Design mac_lookup_hdr_parser, sky130hd; sources not shown.
Clock network drawn from the DEF:
Scale: 3 px per micron.
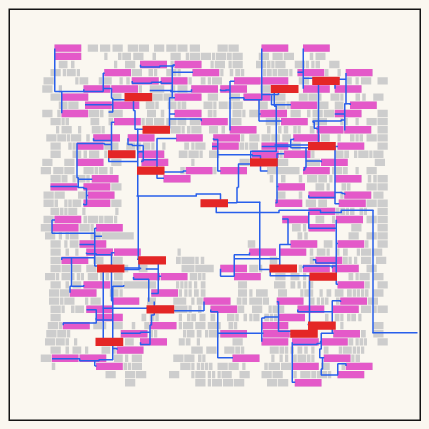
Key: flip-flops = magenta [count 124]; clock wires = blue [length 1570 microns]; clock drivers = red [count 17]
There are 18 routed clock nets.
Clk. pwr: 640 uW
Clock Power Share: 0.356
Clk Latency, worst-skew pair: 0.40 ns

Close-up of the layout:
Region (53, 26) to (83, 56) microns. Cells in grey, sequential cells in the stronger grey; small squares are vias.
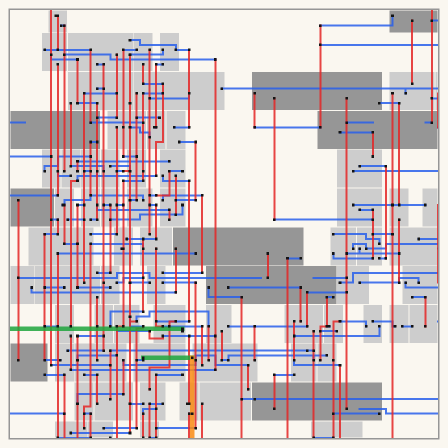
Key: metal 4 = orange; metal 1 = blue; metal 2 = red; metal 3 = green
Sequential cells in the window: 6. 63 logic cells have their middle in the window. Most frequent: nand2_1 (12), inv_1 (9), dfrtp_1 (6).

==> results.txt <==
Fp_density: 0.410
Cell family with most CP delay: buffers and inverters
Width of the die: 136 microns
Area grow syn2layout: 48.4%
Hpwl dp: 10600 microns
Reg clk slew, reported paths: 0.05 ns
Vias: 4288
Drt initial violations: 263
Hold Path Class: reg2reg
Cell type with the largest total area: dfrtp_1
Maximum root-to-sink buffer count: 2
Max-slew headroom: 0.311
Final instance area: 8060 sq um
Setup tns final: 0 ns
Worst slew pin tran: 1.03 ns
Setup-failing EPs final: 0
Fmax: 270 MHz
Worst R2R Path Depth: 8
FF/Latch Area: 3100 sq um
Cts repair resizes: 0
Crit path DRT: 8.99 ns
CP cell instances: inv_1 -> ha_1 -> nand3_1 -> inv_1 -> clkdlybuf4s50_1
Via/cell ratio: 4.58
PD cells: 223 nW/um^2
Post-synthesis sequential area ratio: 0.572
VDD IR max: 0.103 mV
Status: complete, no violations
CP arrival: 2.60 ns
Setup bufs post-CTS: 0
Post-Place Setup Slack: 6.35 ns
DP Area: 7420 sq um
Pin count of the biggest net entering global routing: 73
Initial antenna violation count: 0
First-pass GRT wire length: 22500 microns
Synth cell types: 30
IO Count: 196
Setup slack, reg-to-reg: 7.14 ns
GRT Util Overall: 0.158
DRT Wirelength: 14100 microns
Cell count along the critical path: 5
CP startpoint kind: register
Vias in the first global route: 4434
CORE AREA: 13200 sq um
Number of standard cells reported by yosys: 555
Top cell by count, worst path: inv_1
[kinds of logic after synthesis]
group / share of synthesized area
AND-OR/OR-AND: 0.169
XOR/XNOR: 0.00484
adder cells (fa/ha/maj): 0.0115
buffers and inverters: 0.101
flip-flops: 0.572
AND/OR/NAND/NOR: 0.141
[metal layers]
metal | part of all wire | routed length [microns] | vias up | GRT usage
li1 | - | - | 2130 | -
met1 | 0.41 | 5730 | 1993 | 0.175
met2 | 0.49 | 6910 | 151 | 0.249
met3 | 0.092 | 1300 | 14 | 0.0675
met4 | 0.013 | 182 | 0 | 0.0586
met5 | 0 | 0 | - | -
[cells in the final DEF (no fill, tap or decap), types with 5 or more instances in the layout]
cell type,n
dfrtp_1,124
clkbuf_8,6
clkdlybuf4s50_1,195
clkbuf_16,17
o21ai_1,9
nand2_1,152
nand3_1,5
nor2_1,9
ha_1,5
o21ai_2,71
a21oi_1,11
o21ai_0,38
inv_1,82
[Yosys cell counts]
master,n
o21ai_1,9
o21ai_2,71
buf_2,4
nand2_1,152
inv_1,83
clkinv_1,1
buf_6,14
xor2_1,1
buf_4,1
a21oi_1,11
dfrtp_1,124
nand2_4,3
nand3_2,3
xnor2_1,2
inv_4,1
inv_2,3
ha_1,5
clkbuf_1,3
nand2_2,3
a21boi_0,1
o21ai_0,38
nand3b_1,1
clkbuf_2,1
or2_1,1
nand3_1,5
or2_0,1
nand4_2,1
nor2_1,9
nor2_4,2
buf_8,1
[worst min-delay path, cell delays in order (launching register included)]
cell	delay (ns)
dfrtp_1	0.33
nand2_1	0.06
o21ai_2	0.05
[report_power, final]
| part | total, uW | switching (uW) | internal, uW |
|---|---|---|---|
| Sequential | 579 | 36.4 | 543 |
| Combinational | 580 | 432 | 148 |
| Clock | 640 | 213 | 428 |
| Total | 1800 | 681 | 1120 |
[through the flow]
step | hold WS (ns) | util | instances | total power [uW]
after detailed placement | 0.368 | 0.560 | 905 | 1170
final | 0.375 | 0.608 | 937 | 1800
after floorplan | 0.355 | - | 555 | 1010
after global routing | 0.393 | 0.608 | 937 | 1870
after global placement | 0.365 | 0.560 | 905 | 1160
after CTS | 0.381 | 0.608 | 937 | 1820
[area by class of cell]
cell class,count,area share
clock buffer,23,0.0631
clock inverter,9,0.0165
timing repair buffer,198,0.245
multi-input combinational,319,0.221
tap,176,0.0273
sequential,124,0.385
inverter,88,0.0416
Power and IR drop assume default switching activity.
